### The metal 2 layer, run 1

Cells faint in the background.
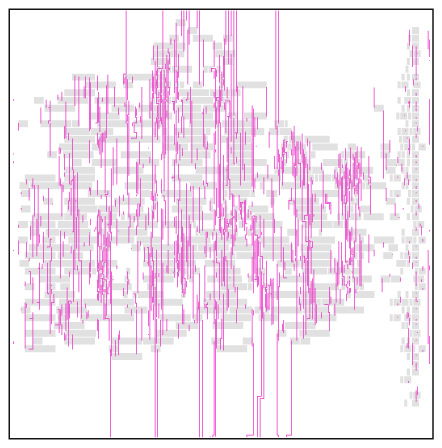
### Met1 routing, run 1

Supply wires on this layer in grey. Cells faint in the background.
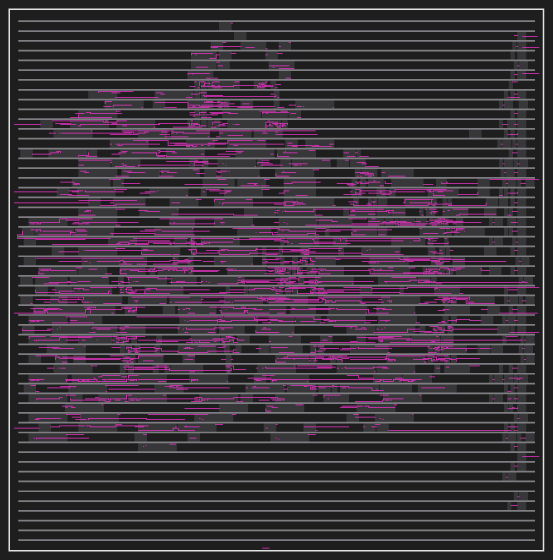
### Sequential cells coloured by netlist name, run 1

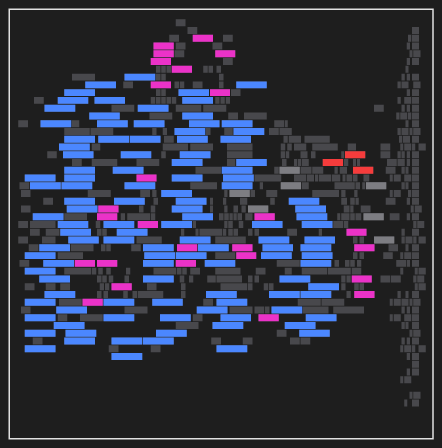
===== config.mk =====
export PLATFORM = sky130hd
export DESIGN_NAME = bp_update_queue
export DESIGN_NICKNAME = d
export VERILOG_FILES = /design/src/rtl/bp_update_queue.sv
export SDC_FILE = /design/constraint.sdc
export NUM_CORES = 1
export LEC_CHECK = 0
export CORE_AREA = 2 2 146 148
export CTS_CLUSTER_DIAMETER = 100
export DETAILED_ROUTE_END_ITERATION = 6
export DIE_AREA = 0 0 148 150
export GPL_ROUTABILITY_DRIVEN = 0
export GPL_TIMING_DRIVEN = 0
export RECOVER_POWER = 25
export SLEW_MARGIN = 5
export SYNTH_ARGS = -nofsm -noshare
export SYNTH_HDL_FRONTEND = slang
export SYNTH_SLANG_ARGS = --single-unit
export TNS_END_PERCENT = 30

===== constraint.sdc =====
create_clock -name clk -period 5.9 [get_ports clk]
set_clock_uncertainty 0.2 [all_clocks]
set_input_delay 0.885 -clock clk [delete_from_list [all_inputs] [get_ports clk]]
set_output_delay 0.885 -clock clk [all_outputs]
set_load 0.05 [all_outputs]

===== src/rtl/bp_update_queue.sv =====
// bp_update_queue
// ---------------
// Small FIFO between branch resolution in EX and the 2-bit branch
// predictor's training port. Each accepted record holds {pc, taken, pred}.
// At most one record per cycle is drained into the predictor. The drain
// produces a registered one-cycle write strobe together with the outcome
// bit, the write PC and a mispredict flag.
//
// Optional feature: define BP_UPDATE_STATS_EN to build saturating counters
// for drained records (br_count) and drained mispredictions (mp_count).
// These counters clear only on rst. Without the macro both outputs are
// tied to zero and no counter flops exist.
//
// Ports:
//   clk, rst      clock, synchronous active-high reset
//   res_valid     EX presents a resolved conditional branch
//   res_ready     queue has a free entry (depends on state only)
//   res_pc        branch PC
//   res_taken     actual outcome (1 = taken)
//   res_pred      outcome predicted at fetch
//   hold          predictor busy, no drain this cycle
//   flush         discard every queued record
//   we_bp         predictor write strobe, one cycle per record
//   update_res    outcome bit for the predictor counter
//   write_pc      PC of the record being written
//   mispredict    pulses with we_bp when taken != pred
//   q_count       current occupancy
//   br_count      drained records (optional feature)
//   mp_count      drained mispredictions (optional feature)

module bp_update_queue #(
  parameter int ADDR_WIDTH = 26,
  parameter int DEPTH      = 4,
  parameter int CNT_WIDTH  = 32
) (
  input  logic                       clk,
  input  logic                       rst,
  input  logic                       res_valid,
  output logic                       res_ready,
  input  logic [ADDR_WIDTH-1:0]      res_pc,
  input  logic                       res_taken,
  input  logic                       res_pred,
  input  logic                       hold,
  input  logic                       flush,
  output logic                       we_bp,
  output logic                       update_res,
  output logic [ADDR_WIDTH-1:0]      write_pc,
  output logic                       mispredict,
  output logic [$clog2(DEPTH):0]     q_count,
  output logic [CNT_WIDTH-1:0]       br_count,
  output logic [CNT_WIDTH-1:0]       mp_count
);

  localparam int PTR_W = $clog2(DEPTH);
  localparam int QCW   = PTR_W + 1;

  typedef struct packed {
    logic [ADDR_WIDTH-1:0] pc;
    logic                  taken;
    logic                  pred;
  } rec_t;

  rec_t                  mem_q [DEPTH];
  rec_t                  mem_d [DEPTH];
  logic [PTR_W-1:0]      rd_ptr_q, rd_ptr_d;
  logic [PTR_W-1:0]      wr_ptr_q, wr_ptr_d;
  logic [QCW-1:0]        count_q, count_d;
  logic                  we_bp_q, we_bp_d;
  logic                  update_res_q, update_res_d;
  logic [ADDR_WIDTH-1:0] write_pc_q, write_pc_d;
  logic                  mispredict_q, mispredict_d;

  logic                  enq;
  logic                  drain;
  rec_t                  head;

  // res_ready is derived from occupancy alone. A full queue therefore
  // refuses input even in a cycle where it also drains.
  assign res_ready = (count_q != QCW'(DEPTH));
  assign enq       = res_valid && res_ready && !flush;
  assign drain     = (count_q != '0) && !hold && !flush;
  assign head      = mem_q[rd_ptr_q];

  // DEPTH is a power of two, so the pointers wrap naturally when they
  // overflow their width.
  always_comb begin
    mem_d        = mem_q;
    rd_ptr_d     = rd_ptr_q;
    wr_ptr_d     = wr_ptr_q;
    count_d      = count_q;
    we_bp_d      = 1'b0;
    mispredict_d = 1'b0;
    update_res_d = update_res_q;
    write_pc_d   = write_pc_q;

    if (flush) begin
      rd_ptr_d = '0;
      wr_ptr_d = '0;
      count_d  = '0;
    end else begin
      if (enq) begin
        mem_d[wr_ptr_q] = '{pc: res_pc, taken: res_taken, pred: res_pred};
        wr_ptr_d        = wr_ptr_q + PTR_W'(1);
      end
      if (drain) begin
        we_bp_d      = 1'b1;
        update_res_d = head.taken;
        write_pc_d   = head.pc;
        mispredict_d = head.taken ^ head.pred;
        rd_ptr_d     = rd_ptr_q + PTR_W'(1);
      end
      case ({enq, drain})
        2'b10:   count_d = count_q + QCW'(1);
        2'b01:   count_d = count_q - QCW'(1);
        default: count_d = count_q;
      endcase
    end
  end

  // Storage needs no reset: an entry is only read after it has been written.
  always_ff @(posedge clk) begin
    mem_q <= mem_d;
  end

  always_ff @(posedge clk) begin
    if (rst) begin
      rd_ptr_q     <= '0;
      wr_ptr_q     <= '0;
      count_q      <= '0;
      we_bp_q      <= 1'b0;
      update_res_q <= 1'b0;
      write_pc_q   <= '0;
      mispredict_q <= 1'b0;
    end else begin
      rd_ptr_q     <= rd_ptr_d;
      wr_ptr_q     <= wr_ptr_d;
      count_q      <= count_d;
      we_bp_q      <= we_bp_d;
      update_res_q <= update_res_d;
      write_pc_q   <= write_pc_d;
      mispredict_q <= mispredict_d;
    end
  end

  assign we_bp      = we_bp_q;
  assign update_res = update_res_q;
  assign write_pc   = write_pc_q;
  assign mispredict = mispredict_q;
  assign q_count    = count_q;

`ifdef BP_UPDATE_STATS_EN
  logic [CNT_WIDTH-1:0] br_count_q, br_count_d;
  logic [CNT_WIDTH-1:0] mp_count_q, mp_count_d;

  // The counters advance on the same edge that launches the matching
  // we_bp/mispredict pulse, so they always agree with the visible pulses.
  // They saturate at all-ones, and flush leaves them untouched.
  always_comb begin
    br_count_d = br_count_q;
    mp_count_d = mp_count_q;
    if (drain && (br_count_q != '1)) begin
      br_count_d = br_count_q + CNT_WIDTH'(1);
    end
    if (drain && (head.taken ^ head.pred) && (mp_count_q != '1)) begin
      mp_count_d = mp_count_q + CNT_WIDTH'(1);
    end
  end

  always_ff @(posedge clk) begin
    if (rst) begin
      br_count_q <= '0;
      mp_count_q <= '0;
    end else begin
      br_count_q <= br_count_d;
      mp_count_q <= mp_count_d;
    end
  end

  assign br_count = br_count_q;
  assign mp_count = mp_count_q;
`else
  assign br_count = '0;
  assign mp_count = '0;
`endif

endmodule


==> notes.md, run 1 <==
flow finished, numbers: yosys synthesis chip area 6050 µm², status finished clean, Worst Reg-to-Reg Cells 9, first-pass GRT wire length 19.6 mm, CP top delay family simple AND/OR/NAND/NOR gates, clk buf depth 2, worst-margin pin slew 0.848 ns, die span in x 148 µm, post-layout min period 3.44 ns, routed length on met1 5.32 mm, largest net degree at the start of global routing 29, antenna violations before repair 2, PostCTS Resize Cnt 0, Mapped Cells 394, Initial DRC Count 271, WHS Path Cells 2, Top cell area share 0.556, drt via density 4.25, Hold Path Class reg -> reg, CP Capture Type flip-flop, Critical Path RT 6.04 ns, fin area 7890 µm², ys cells 394, ao+oa area frac 0.0542, hold buffers post-CTS 0, leak pwr 2.78 nW, Chip Height 150 µm, drc violations 0, Fill cells 1958, area leader, netlist edfxtp_1, CP Buf/Inv Count 3, insertion delay at the late pin of the worst-skew pair 0.42 ns, Total GRT Usage 0.119, biggest area cells edfxtp_1, dfxtp_1, mux4_2, buf_4, a21oi_1, RSZ-0062 raised after global routing false, crit path max fanout 10, origin of the critical flop-to-flop path q_count[0]$_SDFFE_PP0P_, post-layout util 0.381
## Picture notes: 'The metal 2 layer'
485 nets have wire on it. The layer carries 6450 µm of wire. The layer holds 50% of the routed length. The wires run mostly vertical. The longest straight run is 57.3 µm.
final wirelength: 12.9 mm
routed vias: 3530

## Picture notes: 'Met1 routing'
The wires run mostly horizontal. 477 nets have wire on it.

## Picture notes: 'Sequential cells coloured by netlist name'
Key: q_count = red [sequential cells 3]; write_pc = magenta [sequential cells 26]; mem_q = blue [sequential cells 112]

[run 1: how the worst max path moves through the flow]
stage                              end  slack, ns  depth (start not counted)
2_1_floorplan  q_count[2]$_SDFFE_PP0P_       3.00                          9
3_3_place_gp   q_count[2]$_SDFFE_PP0P_       2.14                         10
3_5_place_dp   q_count[2]$_SDFFE_PP0P_       2.07                         10
4_1_cts        q_count[2]$_SDFFE_PP0P_       2.51                         10
5_1_grt        q_count[2]$_SDFFE_PP0P_       2.34                         10
6_report       q_count[2]$_SDFFE_PP0P_       2.46                         10
[run 1: stage by stage]
step	worst slack (ns)	hold WS [ns]
6_report	2.46	0.276
5_1_grt	2.34	0.299
4_1_cts	2.51	0.276
3_5_place_dp	2.07	0.268
3_3_place_gp	2.14	0.265
2_1_floorplan	3.00	0.284
[run 1: power by group]
part | total (W) | internal, W | switching [W]
sequential | 0.00114 | 0.00114 | 0.00000492
clock | 0.00108 | 0.000652 | 0.000427
combinational | 0.000219 | 0.0000667 | 0.000152
[run 1: per-layer routing]
metal  GRT usage  up-vias
met5           0        -
met2       0.211      146
li1            -     1650
met1       0.137     1722
met4      0.0295        2
met3      0.0433       10
[run 1: sequential cells by signal, summed over array words and instances (netlist names)]
| name | cells |
|---|---|
| mem_q | 112 |
| write_pc | 26 |
| q_count | 3 |
| rd_ptr_q | 2 |
| wr_ptr_q | 2 |
| mispredict | 1 |
| update_res | 1 |
| we_bp | 1 |
[run 1: layout make-up]
class | count | area (µm²) | area share
diodes | 1 | 2.50 | 0.000317
plain buffers | 85 | 588 | 0.0745
clock buffers | 19 | 453 | 0.0574
clock inverters | 13 | 148 | 0.0187
inverters | 9 | 33.8 | 0.00428
multi-input cells | 215 | 1590 | 0.201
flip-flops and latches | 148 | 4080 | 0.518
well taps | 275 | 344 | 0.0436
repair buffers | 65 | 651 | 0.0825
[run 1: cell usage in the layout (no fill, tap or decap), types with 8 or more instances in the layout]
cell	n
inv_1	8
a21oi_1	33
edfxtp_1	112
clkbuf_1	13
dlygate4sd3_1	19
clkdlybuf4s50_1	46
o21ai_0	31
mux4_2	23
clkbuf_16	17
conb_1	64
dfxtp_1	36
nand3_1	30
buf_4	64
[run 1: worst register-to-register path: cells and delay by family (launching register included)]
kind	cells	cell delay, ns
adders and majority gates	2	0.41
and+or+nand+nor	3	1.08
AOI/OAI and AO/OA	1	0.14
xor gates and xnor gates	1	0.07
buffers and inverters	2	0.46
DFF	1	0.36
[run 1: kinds of logic after synthesis]
family          Yosys count
mux                      28
fa+ha+maj                 6
buf+inv                  94
other cells               1
xor+xnor                  3
simple gates             49
flops                   148
compound gates           65
==> inputs of run 2 (changes only) <==
==> constraint.sdc (replaced) <==
create_clock -name clk -period 3.4 [get_ports clk]
set_clock_uncertainty 0.2 [all_clocks]
set_input_delay 0.51 -clock clk [delete_from_list [all_inputs] [get_ports clk]]
set_output_delay 0.51 -clock clk [all_outputs]
set_load 0.05 [all_outputs]
### The metal 2 layer, run 2

Cells faint in the background.
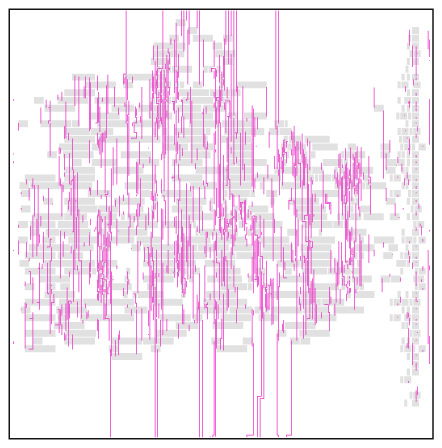
The wires run mostly vertical. The layer holds 50% of the routed length. The longest straight run is 57.3 µm.

### Track usage over the die, run 2

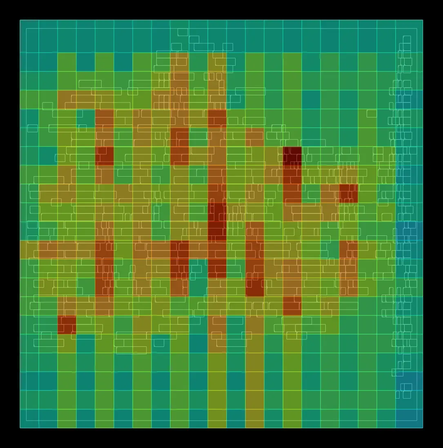
Total GRT Usage: 0.119
post-layout util: 0.381
grt peak-use layer: met2
M3 GR Usage: 0.0433

==> run 2 against run 1 <==
Compared with the run above:
- sequential share of layout area did not move
- die area did not move
- clock power rose by 73%
- largest cell class unchanged
- critical path depth did not move
- setup slack got worse by 2.1 ns
- via count did not move
- utilization did not move
- sequential power rose by 74%
- power rose by 74%
- cell count did not move
- synthesized area did not move
- register-to-register slack got worse by 2.5 ns
==> notes.md, run 2 <==
flow finished, numbers: status finished clean, RSZ-0062 raised after global routing false, fin area 7890 µm², dpl ws -0.0554 ns, biggest area cells edfxtp_1, dfxtp_1, mux4_2, buf_4, a21oi_1, Max Cap Violations 0, drt via density 4.25, setup ws final 0.336 ns, PostCTS Resize Cnt 0, Top reg by flops mem_q, post-layout min period 3.06 ns, antenna violations before repair 2, sequential share of power 0.468, worst-margin pin slew 0.848 ns, drc violations 0, Mapped Cells 394, first-pass GRT wire length 19.6 mm, leak pwr 2.78 nW, Rel. slew slack 0.434, ao+oa area frac 0.0542, Chip Height 150 µm, die span in x 148 µm, crit path max fanout 10, Fill cells 1958, Hold Path Class reg -> reg, final wirelength 12.9 mm, CP Buf/Inv Count 3, ys cells 394, routed vias 3530, dominant logic cell types in the final layout edfxtp_1, buf_4, conb_1, Top cell area share 0.556, area leader, netlist edfxtp_1, max FFs per register 112, insertion delay at the late pin of the worst-skew pair 0.42 ns, hold buffers post-CTS 0, combinational fraction of design power 0.090, clk buf depth 2, largest net degree at the start of global routing 29, pwr dens 536 nW/µm², Sw Pwr 0.00101 W, internal power 0.00322 W, CP top delay family simple AND/OR/NAND/NOR gates, Clock power frac 0.443
## run 2: power by group through the flow
| stage | Combinational [W] | Clock, W | Sequential [W] |
|---|---|---|---|
| floorplan | 0.000276 | 0 | 0.00203 |
| global placement | 0.000375 | 0 | 0.00202 |
| detailed placement | 0.000381 | 0 | 0.00202 |
| CTS | 0.000382 | 0.00190 | 0.00198 |
| global route | 0.000401 | 0.00198 | 0.00198 |
| finish | 0.000379 | 0.00187 | 0.00198 |
## run 2: worst paths after layout
path	slack, ns	depth (start not counted)	from	endpoint
worst max-delay path	0.34	10	flush	q_count[2]$_SDFFE_PP0P_
worst min-delay path	0.28	2	write_pc[24]$_SDFFE_PP0P_	write_pc[24]$_SDFFE_PP0P_
worst max register to register	0.61	9	q_count[0]$_SDFFE_PP0P_	q_count[2]$_SDFFE_PP0P_
worst min register to register	0.28	2	write_pc[24]$_SDFFE_PP0P_	write_pc[24]$_SDFFE_PP0P_
## run 2: stage by stage
stage / hold slack, ns / total power, W / TNS (ns) / std cells
after CTS: 0.276 / 0.00426 / 0 / 829
after floorplan: 0.284 / 0.00231 / 0 / 457
after detailed placement: 0.268 / 0.00240 / -0.0554 / 797
final: 0.276 / 0.00423 / 0 / 830
after global routing: 0.299 / 0.00436 / 0 / 829
after global placement: 0.265 / 0.00239 / 0 / 797
## run 2: area by class of cell
cell class	instances	area, µm²	share of cell area
Buffer	85	588	0.0745
Sequential cell	148	4080	0.518
Clock inverter	13	148	0.0187
Tap cell	275	344	0.0436
Inverter	9	33.8	0.00428
Clock buffer	19	453	0.0574
Antenna cell	1	2.50	0.000317
Multi-Input combinational cell	215	1590	0.201
Timing Repair Buffer	65	651	0.0825
## run 2: per-layer routing
layer	GRT usage	vias to the layer above	part of all wire
met2	0.211	146	0.50
met4	0.0295	2	0.0050
li1	-	1650	-
met1	0.137	1722	0.41
met5	0	-	0.00085
met3	0.0433	10	0.082
## run 2: worst register-to-register path, stage by stage (launching register included)
cell and delay, ns:
dfxtp_1 0.36, nor3_1 0.60, clkbuf_1 0.39, nor2_1 0.16
ha_1 0.24, inv_1 0.07, fa_1 0.17, xor2_1 0.07
or3_1 0.32, a21oi_1 0.14
## run 2: kinds of logic after synthesis
| kind of cell | after synthesis |
|---|---|
| flip-flops | 148 |
| buffers and inverters | 94 |
| AND-OR/OR-AND | 65 |
| AND/OR/NAND/NOR | 49 |
| multiplexers | 28 |
| adder cells (fa/ha/maj) | 6 |
| XOR/XNOR | 3 |
| other | 1 |
Power and IR drop assume default switching activity.
